**config.mk**
```make
export PLATFORM = sky130hd
export DESIGN_NAME = fifo_drain
export DESIGN_NICKNAME = d
export VERILOG_FILES = /design/src/rtl/fifo_drain.sv
export SDC_FILE = /design/constraint.sdc
export NUM_CORES = 1
export LEC_CHECK = 0
export ABC_AREA = 1
export CAP_MARGIN = 30
export CELL_PAD_IN_SITES_DETAIL_PLACEMENT = 1
export CELL_PAD_IN_SITES_GLOBAL_PLACEMENT = 1
export CORE_MARGIN = 1.5
export CORE_UTILIZATION = 42
export DETAILED_ROUTE_END_ITERATION = 10
export GPL_TIMING_DRIVEN = 0
export HOLD_SLACK_MARGIN = 0.08
export PLACE_DENSITY_LB_ADDON = 0.1
export SETUP_SLACK_MARGIN = 0.5
export SYNTH_ARGS = -nofsm -noshare
export SYNTH_HDL_FRONTEND = slang
export SYNTH_SLANG_ARGS = --single-unit
```
**constraint.sdc**
```tcl
create_clock -name clk -period 5 [get_ports clk]
set_clock_uncertainty 0.1 [all_clocks]
set_input_delay 0.75 -clock clk [delete_from_list [all_inputs] [get_ports clk]]
set_output_delay 0.75 -clock clk [all_outputs]
set_load 0.005 [all_outputs]
```
**src/rtl/fifo_drain.sv**
```systemverilog
// Drains an upstream FIFO into a ready/valid stream through a 3-entry in-order
// skid buffer, with flush, a delivered-word counter and an asynchronous reset.
module fifo_drain #(
    parameter int FIFO_WIDTH = 16,
    parameter int CNT_WIDTH  = 16
) (
    input  logic                  clk,
    input  logic                  rst,
    input  logic                  en,
    input  logic                  flush,
    input  logic                  fifo_empty,
    input  logic [FIFO_WIDTH-1:0] fifo_data_out,
    output logic                  fifo_rd_en,
    output logic                  m_valid,
    output logic [FIFO_WIDTH-1:0] m_data,
    input  logic                  m_ready,
    output logic [CNT_WIDTH-1:0]  pop_count,
    output logic                  busy
);

    typedef enum logic [1:0] {
        IDLE,
        RUN,
        FLUSH
    } state_t;

    state_t                state;
    logic [1:0]            occ;
    logic                  inflight;
    logic [FIFO_WIDTH-1:0] skid      [3];
    logic [FIFO_WIDTH-1:0] skid_next [3];
    logic [1:0]            occ_next;
    logic [1:0]            wr_idx;
    logic                  do_pop;
    logic                  do_cap;

    // Reads are only issued when the word already owed to us still has a slot.
    assign fifo_rd_en = (state == RUN) && en && !fifo_empty
                        && (({1'b0, occ} + {2'b00, inflight}) < 3'd3);

    assign m_valid = (occ != 2'd0) && (state != FLUSH);
    assign m_data  = skid[0];
    assign busy    = (state != IDLE);

    assign do_pop = m_valid && m_ready;
    assign do_cap = inflight && (state != FLUSH);
    assign wr_idx = occ - {1'b0, do_pop};

    // Head is always skid[0]; a pop shifts down, and a same-cycle capture lands
    // one slot lower so order is preserved.
    // NOTE: combinational blocks use blocking '=' and assign every output first,
    // so no latch is inferred; the clocked block below uses '<=' only.
    always_comb begin
        for (int i = 0; i < 3; i++) begin
            skid_next[i] = skid[i];
        end
        if (do_pop) begin
            skid_next[0] = skid[1];
            skid_next[1] = skid[2];
        end
        if (do_cap) begin
            for (int i = 0; i < 3; i++) begin
                if (wr_idx == 2'(i)) begin
                    skid_next[i] = fifo_data_out;
                end
            end
        end
        occ_next = occ + {1'b0, do_cap} - {1'b0, do_pop};
    end

    always_ff @(posedge clk or posedge rst) begin
        if (rst) begin
            state     <= IDLE;
            occ       <= 2'd0;
            inflight  <= 1'b0;
            pop_count <= '0;
            // NOTE: the skid storage is reset too, because m_data must read zero
            // during reset; it is only three words, so this is cheap.
            for (int i = 0; i < 3; i++) begin
                skid[i] <= '0;
            end
        end else begin
            inflight <= fifo_rd_en;
            occ      <= occ_next;
            for (int i = 0; i < 3; i++) begin
                skid[i] <= skid_next[i];
            end
            if (do_pop) begin
                pop_count <= pop_count + CNT_WIDTH'(1);
            end

            case (state)
                IDLE: begin
                    if (flush) begin
                        state <= FLUSH;
                    end else if (en) begin
                        state <= RUN;
                    end
                end
                RUN: begin
                    if (flush) begin
                        state <= FLUSH;
                    end else if (!en && !inflight) begin
                        state <= IDLE;
                    end
                end
                FLUSH: begin
                    // Wait out any outstanding read so its word is dropped too.
                    if (!flush && !inflight) begin
                        state <= IDLE;
                        occ   <= 2'd0;
                    end
                end
                default: state <= IDLE;
            endcase
        end
    end

endmodule

```
Run 1, signal metal coverage by tile:
Scale: 4 px per um. The die is cut into 19 by 19 equal tiles; dark blue is low, red is high, scaled to the fullest tile. Values are wire area over tile area, all layers added.
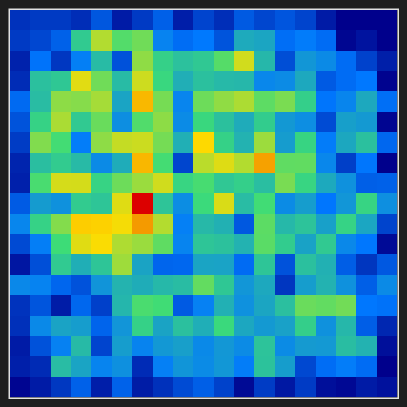
nearly empty tiles: 3.0%
fullest tile: 0.49
mean over tiles: 0.17

Run 1, ports around the boundary:
Scale: 4 px per um. Pins as bars across the die edge, other pins in grey.
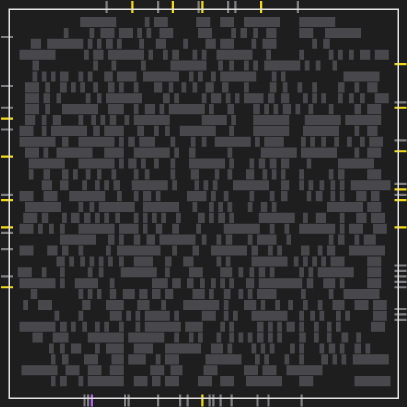
| port | colour | pins | direction | edge |
|---|---|---|---|---|
| m_data | yellow | 16 | output | 6 right, 5 left, 4 top, 1 bottom |
| en | purple | 1 | input | bottom |
all pins by edge: 18 right, 16 bottom, 13 left, 10 top

Run 1, M3 wires:
Scale: 4 px per um. Cells faint in the background.
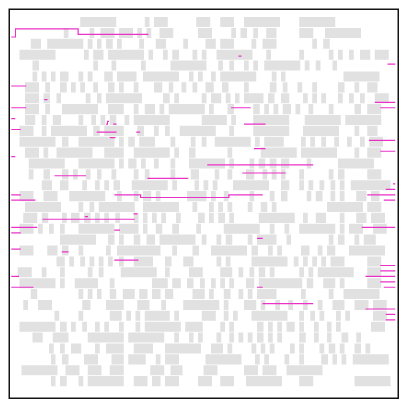
wire length on this layer: 303 um
share of all routed wire: 2.9%
main direction: horizontal
longest straight run: 26.2 um

==> metrics.cfg, run 1 <==
[pwr]
totalPowerFinal_w=0.00235
peakVddDrop_uv=215
p_per_area_mw_per_mm2=504
leakage_nw=2.44

[yosys]
fp_nets=520
ys_ff=69
ys_types=24
ys_seq_share_pct=46.7
ys_chip_area_mm2=0.00370
yosysTopAreaCellShare_pct=46.7
fa_ha_area_share_pct=1.35
xor_area_share_pct=2.37
topCellsByArea=dfrtp_1 (47%), nand2_1 (23%), inv_1 (4.3%), o21ai_0 (3.8%), buf_4 (3.7%)
aoi_share_pct=4.46
ys_sh_simple_pct=34.8
yosysCellCount=494
ys_sh_mux_pct=0
post_synth.cell_area_avg_um2=7.49

[route]
num_vias=3385
wire_per_inst_um=15.2
first_iter_violations=91
viasPerCell=5.01
final_antenna_net_count=0
drc=0

[worst_setup_path]
start_kind=flip-flop
cp.required_ps=4150
reg2reg_depth=10
cpMaxStageDelayCell=clkdlybuf4s50_1
cp_top_family=buffers and inverters
cp_max_fo=6
rrSetupSlack_ps=2600
crit_path_frequent_cell=ha_1
cp_num_buf_inv=1
r2r-start=state[1]
r2r_end=occ[1]
worstPathCellList=ha_1 > ha_1 > a2111oi_0 > clkdlybuf4s50_1
worstSetupEndpointType=primary output
worstPathArrival_ps=2390
slowest_delay_ps=600

[worst_hold_path]
hold_depth=2
hp-class=flip-flop to flip-flop
min_from=skid[9]
hold_end=skid[9]

[final_layout]
insertedDiodeCount=0
fill_cells=1099
layout_top_cells=nand2_1 (223), dfrtp_1 (69), clkdlybuf4s50_1 (56)
final_util_pct=53.9
syn2layout_area_growth_pct=25.7

[floorplanning]
die_h_um=96.9
num_io_pins=57
fp.coreArea_mm2=0.00864
core_util_floorplan_pct=42.8
fp-row-count=34

[run_status]
status=completed

[placed_design]
place_inst=659
dp_hpwl_mm=7.10
place.gp.congestion=0.777

[sta]
layout_min_cycle_time_ps=3240
finalHoldViolCount=0
max_freq_mhz=309
slew_violations=0
period_used_pct=64.7
report.final.setup_viol=0
setup_tns_ps=0
worstMarginPinSlew_ps=625
maxSlewHeadroom_pct=58.3
whs_ps=375

[clock_network]
clk_latency_ps=340
clock_sinks=69
cts_max_path_buffers=2
root_buffer=clkbuf_8
cts_htree_levels=3
cts_tree=yes
post_cts_buffers=0
clk_pin_slew_ps=70

[grt]
grt_pass1_vias=3605
grt_antenna_before_repair=0
grt.overflow.total=0
grt_pass1_wl_mm=17.8
grt_max_degree=42

[flow_run]
log.warning_count=26

run 1: final cells by class:
cell class	count	area (um2)	share of cell area, %
sequential	69	1730	37.1
multi-input combinational	346	1590	34.2
timing repair buffer	57	588	12.6
buffer	34	213	4.57
inverter	45	174	3.74
clock buffer	12	155	3.34
tap	108	135	2.91
clock inverter	4	70.1	1.51
run 1: cells by family after synthesis:
family | after synthesis
adders and majority gates | 4
and+or+nand+nor | 301
DFF | 69
xor gates and xnor gates | 10
buffers and inverters | 79
AOI/OAI and AO/OA | 31
run 1: worst max path at each step:
stage | startpoint | endpoint | slack, ps | depth (start not counted)
after global placement | rst | m_data[11] | 1020 | 2
final | inflight | fifo_rd_en | 1760 | 4
after global routing | inflight | fifo_rd_en | 1610 | 4
after CTS | inflight | fifo_rd_en | 1730 | 4
after floorplan | rst | inflight | 2410 | 1
after detailed placement | en | fifo_rd_en | 1850 | 4
run 1: flip-flops by register name (all words and copies together) (netlist names):
signal	cells
state	2
inflight	1
occ	2
skid	32
pop_count	16
m_data	16
run 1: tightest hold or removal path, stage by stage, from the launching register on:
cell and delay, ps:
dfrtp_1 350, nand2_1 50, nand2_1 50
run 1: per-layer routing:
metal  GRT usage, %  vias up  routed length (um)
li1               -     1657                   -
met1           30.6     1644                4720
met2           40.0       65                5040
met3           3.47       19                 302
met4           8.36        0                 180
met5              0        -                   0
run 1: cell usage after synthesis, drive strengths merged:
master / instances
dfrtp: 69
xnor2: 5
inv: 45
nand2: 229
o21ai: 28
buf: 27
o2111ai: 1
a2111oi: 1
nand4: 20
clkbuf: 7
ha: 4
o211ai: 1
nor3: 1
nor2: 26
xor2: 5
nand3: 25
run 1: metrics by stage:
step,cell area (um2),worst slack [ps]
2_1_floorplan,3700,2410
3_3_place_gp,4400,1020
3_5_place_dp,4430,1850
4_1_cts,4650,1730
5_1_grt,4650,1610
6_report,4650,1760
run 1: power by group:
group	internal (W)	switching [W]
registers	0.000757	0.000136
logic	0.000431	0.000500
clock network	0.000307	0.000213
## Run 2: what changed since run 1
--- a/config.mk
+++ b/config.mk
@@ -10,7 +10,7 @@
 export CELL_PAD_IN_SITES_DETAIL_PLACEMENT = 1
 export CELL_PAD_IN_SITES_GLOBAL_PLACEMENT = 1
 export CORE_MARGIN = 1.5
-export CORE_UTILIZATION = 42
+export CORE_UTILIZATION = 39
 export DETAILED_ROUTE_END_ITERATION = 10
 export GPL_TIMING_DRIVEN = 0
 export HOLD_SLACK_MARGIN = 0.08
==> constraint.sdc (replaced) <==
create_clock -name clk -period 3.29 [get_ports clk]
set_clock_uncertainty 0.1 [all_clocks]
set_input_delay 0.4935 -clock clk [delete_from_list [all_inputs] [get_ports clk]]
set_output_delay 0.4935 -clock clk [all_outputs]
set_load 0.005 [all_outputs]
==> run 2 against run 1 <==
  * Sequential power grew 52%
  * First-iteration DRC count up 18%
  * Largest power group unchanged
  * Wire length grew 2.1%
  * Highest routed layer unchanged
  * Die area increased by 7.5%
==> metrics.cfg, run 2 <==
[worst_setup_path]
cpMaxStageDelayCell=dfrtp_2
worstPathArrival_ps=1940
crit_path_frequent_cell=ha_1
reg2reg_depth=10
worstSetupEndpointType=primary output
start_kind=flip-flop
cp_max_fo=6
cp_top_family=adder cells
slowest_delay_ps=460
cp.required_ps=2700
cp_num_buf_inv=1
cp.depth=4
worstPathCellList=ha_1 > ha_1 > a2111oi_2 > dlygate4sd2_1

[route]
first_iter_violations=107
viasPerCell=4.86
drc=0
num_vias=3382
wire_per_inst_um=15.0
firstDrtPassIters=4
final_antenna_net_count=0

[yosys]
ys_types=24
edf_count=0
synth-main-ff-cell=dfrtp_1
ys_seq_share_pct=46.7
synth.most_common_cell=nand2_1
common_cells=nand2_1 (223), dfrtp_1 (69), inv_1 (42)
ys_ff=69
ys_chip_area_mm2=0.00370
topCellsByArea=dfrtp_1 (47%), nand2_1 (23%), inv_1 (4.3%), o21ai_0 (3.8%), buf_4 (3.7%)
fp_nets=520
syn_inst=494
yosysTopAreaCellShare_pct=46.7
yosysCellCount=494
post_synth.cell_area_avg_um2=7.49
synth_async_sr_flop_share_pct=100

[run_status]
status=completed

[sta]
slew_violations=0
report.final.setup_viol=0
rsz0062_at_grt=no
maxSlewHeadroom_pct=57.4
max_freq_mhz=395
period_used_pct=77.0
worstMarginPinSlew_ps=640
whs_ps=376
finalHoldViolCount=0
layout_min_cycle_time_ps=2530

[clock_network]
clock_sinks=69
cts_htree_levels=3
clk_pin_slew_ps=80
clk_latency_ps=340
root_buffer=clkbuf_8
cts_hold_buffers=0
cts_max_path_buffers=2
cts_tree=yes
cts_inserted_buffers=9

[floorplanning]
fp-row-count=35
fp.coreArea_mm2=0.00924
core_util_floorplan_pct=40.0
die_h_um=100
num_io_pins=57
die-area_mm2=0.0101
die_x_um=100

[grt]
grt_antenna_before_repair=0
grt_max_degree=43
grt_pass1_wl_mm=18.1
grt.overflow.total=0
grt_pass1_vias=3537

[final_layout]
largest_reg_flops=32
fin_nets=588
flop_area_mm2=0.00173
layout_top_cells=nand2_1 (223), dfrtp_1 (68), clkdlybuf4s50_1 (55)
top_register=skid
syn2layout_area_growth_pct=26.1
mostFrequentLayoutCell=nand2_1
insertedDiodeCount=0
fin_cells=696
fill_cells=1184
logic_area_mm2=0.00160
drive_above_1_share_pct=10.6

[placed_design]
place_inst=680
dp_hpwl_mm=7.20
place.gp.congestion=0.795

[pwr]
p_per_area_mw_per_mm2=757
peakVddDrop_uv=386
leakage_nw=2.44
totalPowerFinal_w=0.00353

[flow_run]
log.warning_count=26

[worst_hold_path]
hp-class=flip-flop to flip-flop
hold_depth=2

run 2: layout make-up:
class | count | share of cell area, %
tap | 129 | 3.46
inverter | 45 | 3.73
clock inverter | 5 | 1.61
sequential | 69 | 37.0
buffer | 34 | 4.56
clock buffer | 11 | 2.82
multi-input combinational | 346 | 34.2
timing repair buffer | 57 | 12.6
run 2: worst min-delay path: stages (launching register included):
cell and delay [ps]:
dfrtp_1 350, nand2_1 50, nand2_1 50
run 2: repair_timing:
| action | in CTS | in global routing |
|---|---|---|
| resized | 4 | 0 |
| setup endpoints to repair | 1 | 0 |
| buffers inserted | 0 | 0 |
run 2: report_power, final:
| group | switching [W] | internal (W) | total (W) |
|---|---|---|---|
| Clock | 0.000326 | 0.000424 | 0.000750 |
| Sequential | 0.000207 | 0.00115 | 0.00136 |
| Combinational | 0.000767 | 0.000658 | 0.00142 |
| Total | 0.00130 | 0.00223 | 0.00353 |
run 2: layer usage:
metal / track usage (%) / vias to the layer above / part of all wire [%]
li1: - / 1662 / -
met1: 31.9 / 1635 / 46
met2: 38.3 / 75 / 48
met3: 3.90 / 10 / 4.7
met4: 5.96 / 0 / 0.87
met5: 0 / - / 0
run 2: kinds of logic after synthesis:
kind of cell	count (synthesis)	share of synthesized area, %
buf+inv	79	10.4
compound gates	31	4.46
simple gates	301	34.8
xor+xnor	10	2.37
flops	69	46.7
fa+ha+maj	4	1.35
run 2: path summary, 6_finish.rpt:
check / from / endpoint / slack (ps)
setup reg to reg: state[1] / occ[1] / 870
hold reg to reg: skid[10] / skid[10] / 380
max in group asynchronous: rst / skid[0] / 2130
setup / recovery: inflight / fifo_rd_en / 760
min in group asynchronous: rst / pop_count[6] / 400
hold / removal: skid[10] / skid[10] / 380
run 2: metrics by stage:
stage | util, % | instance area (um2) | worst slack, ps | setup TNS [ps]
floorplan | - | 3700 | 957 | 0
global placement | 47.9 | 4420 | -431 | -29490
detailed placement | 48.2 | 4450 | 578 | 0
CTS | 50.5 | 4660 | 738 | 0
global route | 50.5 | 4660 | 662 | 0
finish | 50.5 | 4660 | 757 | 0
Run 2, congestion heat map:
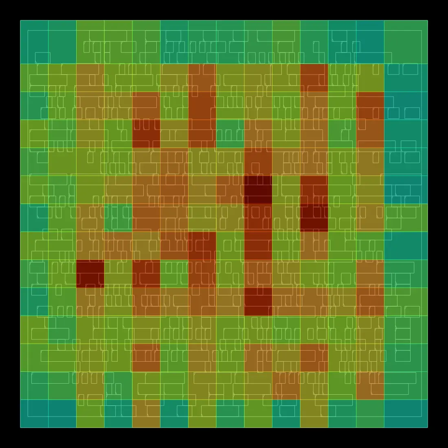
GR met2 Demand/Resource: 38.3%
grt peak-use layer: met2
M1 GR Usage: 31.9%
met3 Resource Use GR: 3.90%
Core Util, Final: 50.5%

Run 2, M3 wires:
Scale: 4 px per um. Cells faint in the background.
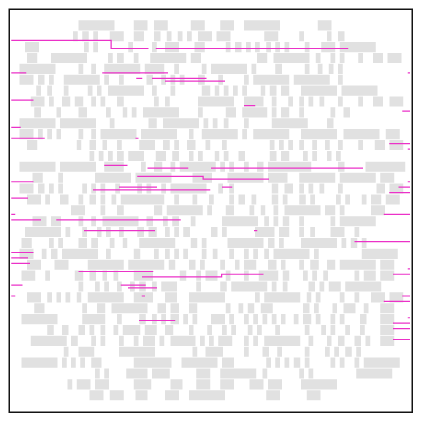
wire length on this layer: 489 um
main direction: horizontal
longest straight run: 47.8 um
nets with wire on the layer: 45
share of all routed wire: 4.7%

Run 2, met2 routing:
Scale: 4 px per um. Cells faint in the background.
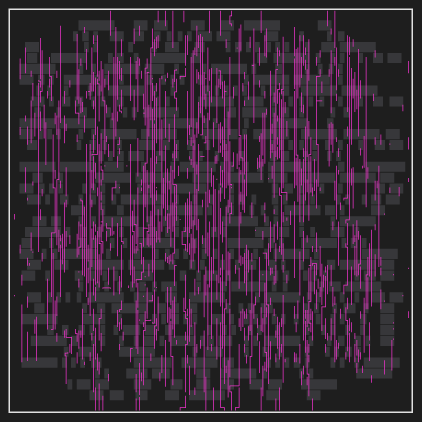
longest straight run: 42.8 um
nets with wire on the layer: 480
wire length on this layer: 5050 um
share of all routed wire: 48%

## Run 3: what changed since run 2
==> constraint.sdc (replaced) <==
create_clock -name clk -period 2.55 [get_ports clk]
set_clock_uncertainty 0.1 [all_clocks]
set_input_delay 0.3825 -clock clk [delete_from_list [all_inputs] [get_ports clk]]
set_output_delay 0.3825 -clock clk [all_outputs]
set_load 0.005 [all_outputs]
==> run 3 against run 2 <==
  * Global-route usage fell by 0.16 points
  * Critical path depth unchanged
  * Non-clock buffer count grew 5
  * Sequential power is 29% higher
  * Synthesized area stayed put
  * Worst setup slack worse by 310 ps
  * Cell count grew 0.57%
  * Clock-buffer cell count increased by 3
  * Largest power group unchanged
==> metrics.cfg, run 3 <==
[run_status]
status=completed

[floorplanning]
num_io_pins=57
die_x_um=100
fp-row-count=35
core_util_floorplan_pct=40.0
die-area_mm2=0.0101

[placed_design]
dp_hpwl_mm=7.31
place_inst=680

[worst_setup_path]
cp.depth=4
cp_num_buf_inv=1
cp_top_family=flip-flops
cp_max_fo=2
cpMaxStageDelayCell=dfrtp_1
worstPathCellList=ha_4 > ha_4 > a2111oi_4 > buf_2
cp.required_ps=2070
worstPathArrival_ps=1620

[pwr]
leakage_nw=2.45
p_comb_share_pct=42.4
p_sw_share_pct=37.8

[grt]
grt_antenna_before_repair=0
grt_pass1_wl_mm=17.9
grt_max_degree=38

[sta]
setup_tns_ps=0
period_used_pct=82.5
worstMarginPinSlew_ps=795
slew_violations=0
maxSlewHeadroom_pct=46.9

[final_layout]
drive_above_1_share_pct=12.8
fill_cells=1162
insertedDiodeCount=0
flop_area_mm2=0.00173
mostFrequentLayoutCell=nand2_1
largest_reg_flops=32
top_register=skid

[flow_run]
log.warning_count=28

[clock_network]
cts_htree_levels=3
clk_latency_ps=350
cts_max_path_buffers=2
cts_inserted_buffers=9
cts_tree=yes

[yosys]
ys_seq_share_pct=46.7
edf_count=0
post_synth.cell_area_avg_um2=7.49
ys_types=24
topCellsByArea=dfrtp_1 (47%), nand2_1 (23%), inv_1 (4.3%), o21ai_0 (3.8%), buf_4 (3.7%)
ys_chip_area_mm2=0.00370
common_cells=nand2_1 (223), dfrtp_1 (69), inv_1 (42)
synth.most_common_cell=nand2_1
synth-main-ff-cell=dfrtp_1

[route]
first_iter_violations=105
drc=0
num_vias=3441
final_antenna_net_count=0
viasPerCell=4.92

[worst_hold_path]
hp-class=flip-flop to flip-flop

==> run 3: final cells by class <==
class	count	share of cell area [%]
buffer	34	4.69
clock buffer	14	3.65
clock inverter	1	0.106
inverter	45	3.71
multi-input combinational	346	34.8
sequential	69	36.6
tap	129	3.42
timing repair buffer	62	13.0
==> run 3: worst reg2reg max path, delay by kind of cell (launching register included) <==
kind	cells	cell delay [ps]
xor gates and xnor gates	2	360
AOI/OAI and AO/OA	1	70
DFF	1	430
buffers and inverters	2	320
and+or+nand+nor	4	400
adders and majority gates	1	190
==> run 3: path summary, 6_finish.rpt <==
kind / slack (ps) / to / startpoint
min in group asynchronous: 420 / state[0] / rst
max reg2reg: 570 / occ[1] / state[1]
max in group asynchronous: 1280 / skid[1] / rst
max: 450 / fifo_rd_en / occ[0]
min: 370 / skid[12] / skid[12]
min reg2reg: 370 / skid[12] / skid[12]
==> run 3: cells by family (layout without fill, tap and decap cells) <==
family                   count (synthesis)  after routing  synth area share [%]
AND-OR/OR-AND                           31             31                  4.46
XOR/XNOR                                10             10                  2.37
adder cells (fa/ha/maj)                  4              4                  1.35
buffers and inverters                   79            156                  10.4
flip-flops                              69             69                  46.7
AND/OR/NAND/NOR                        301            301                  34.8
==> run 3: what timing repair did <==
action / CTS / global route
endpoints found under the hold margin: 0 / 0
gates cloned: 0 / 0
resized: 20 / 7
pin swaps: 3 / 0
hold buffers: 0 / 0
endpoints found under the setup margin: 4 / 5
buffers inserted: 4 / 1
==> run 3: per-layer routing <==
layer | up-vias | global-route usage [%] | routed length, um | part of all wire (%)
met3 | 12 | 2.86 | 312 | 2.9
met4 | 0 | 7.91 | 160 | 1.5
met5 | - | 0 | 0 | 0
li1 | 1674 | - | - | -
met1 | 1690 | 29.5 | 4780 | 45
met2 | 65 | 40.5 | 5340 | 50
==> run 3: stage by stage <==
step | power (W) | util [%]
3_5_place_dp | 0.00361 | 48.1
2_1_floorplan | 0.00285 | -
4_1_cts | 0.00454 | 51.0
6_report | 0.00452 | 51.1
5_1_grt | 0.00487 | 51.1
3_3_place_gp | 0.00353 | 47.9
==> run 3: power groups by stage <==
stage,Clock [W],Combinational [W],Sequential (W)
global placement,0,0.00177,0.00176
floorplan,0,0.00114,0.00171
CTS,0.000857,0.00192,0.00176
detailed placement,0,0.00183,0.00177
global route,0.000906,0.00216,0.00181
finish,0.000843,0.00192,0.00176
Run 3, met2 routing:
Scale: 4 px per um. Cells faint in the background.
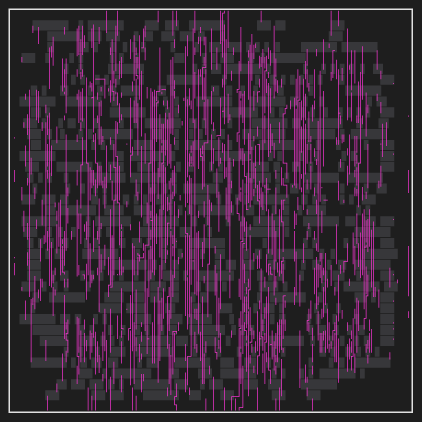
main direction: vertical
longest straight run: 51.7 um
nets with wire on the layer: 505
wire length on this layer: 5340 um
share of all routed wire: 50%

Run 3, signal metal coverage by tile:
Scale: 4 px per um. The die is cut into 20 by 20 equal tiles; dark blue is low, red is high, scaled to the fullest tile. Values are wire area over tile area, all layers added.
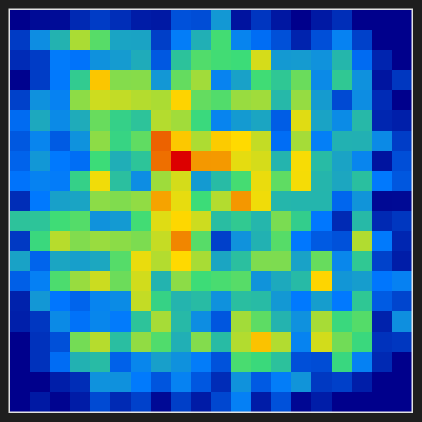
mean over tiles: 0.16
fullest tile: 0.46
tiles over half the peak: 28%

Run 3, congestion heat map:
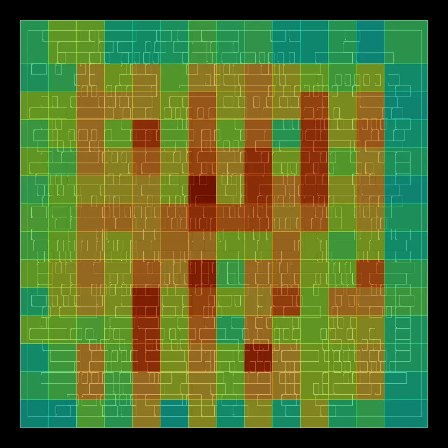
GRT Util Overall: 23.1%
M1 GR Usage: 29.5%
Core Util, Final: 51.1%

Power is estimated from default activity; no workload was simulated.
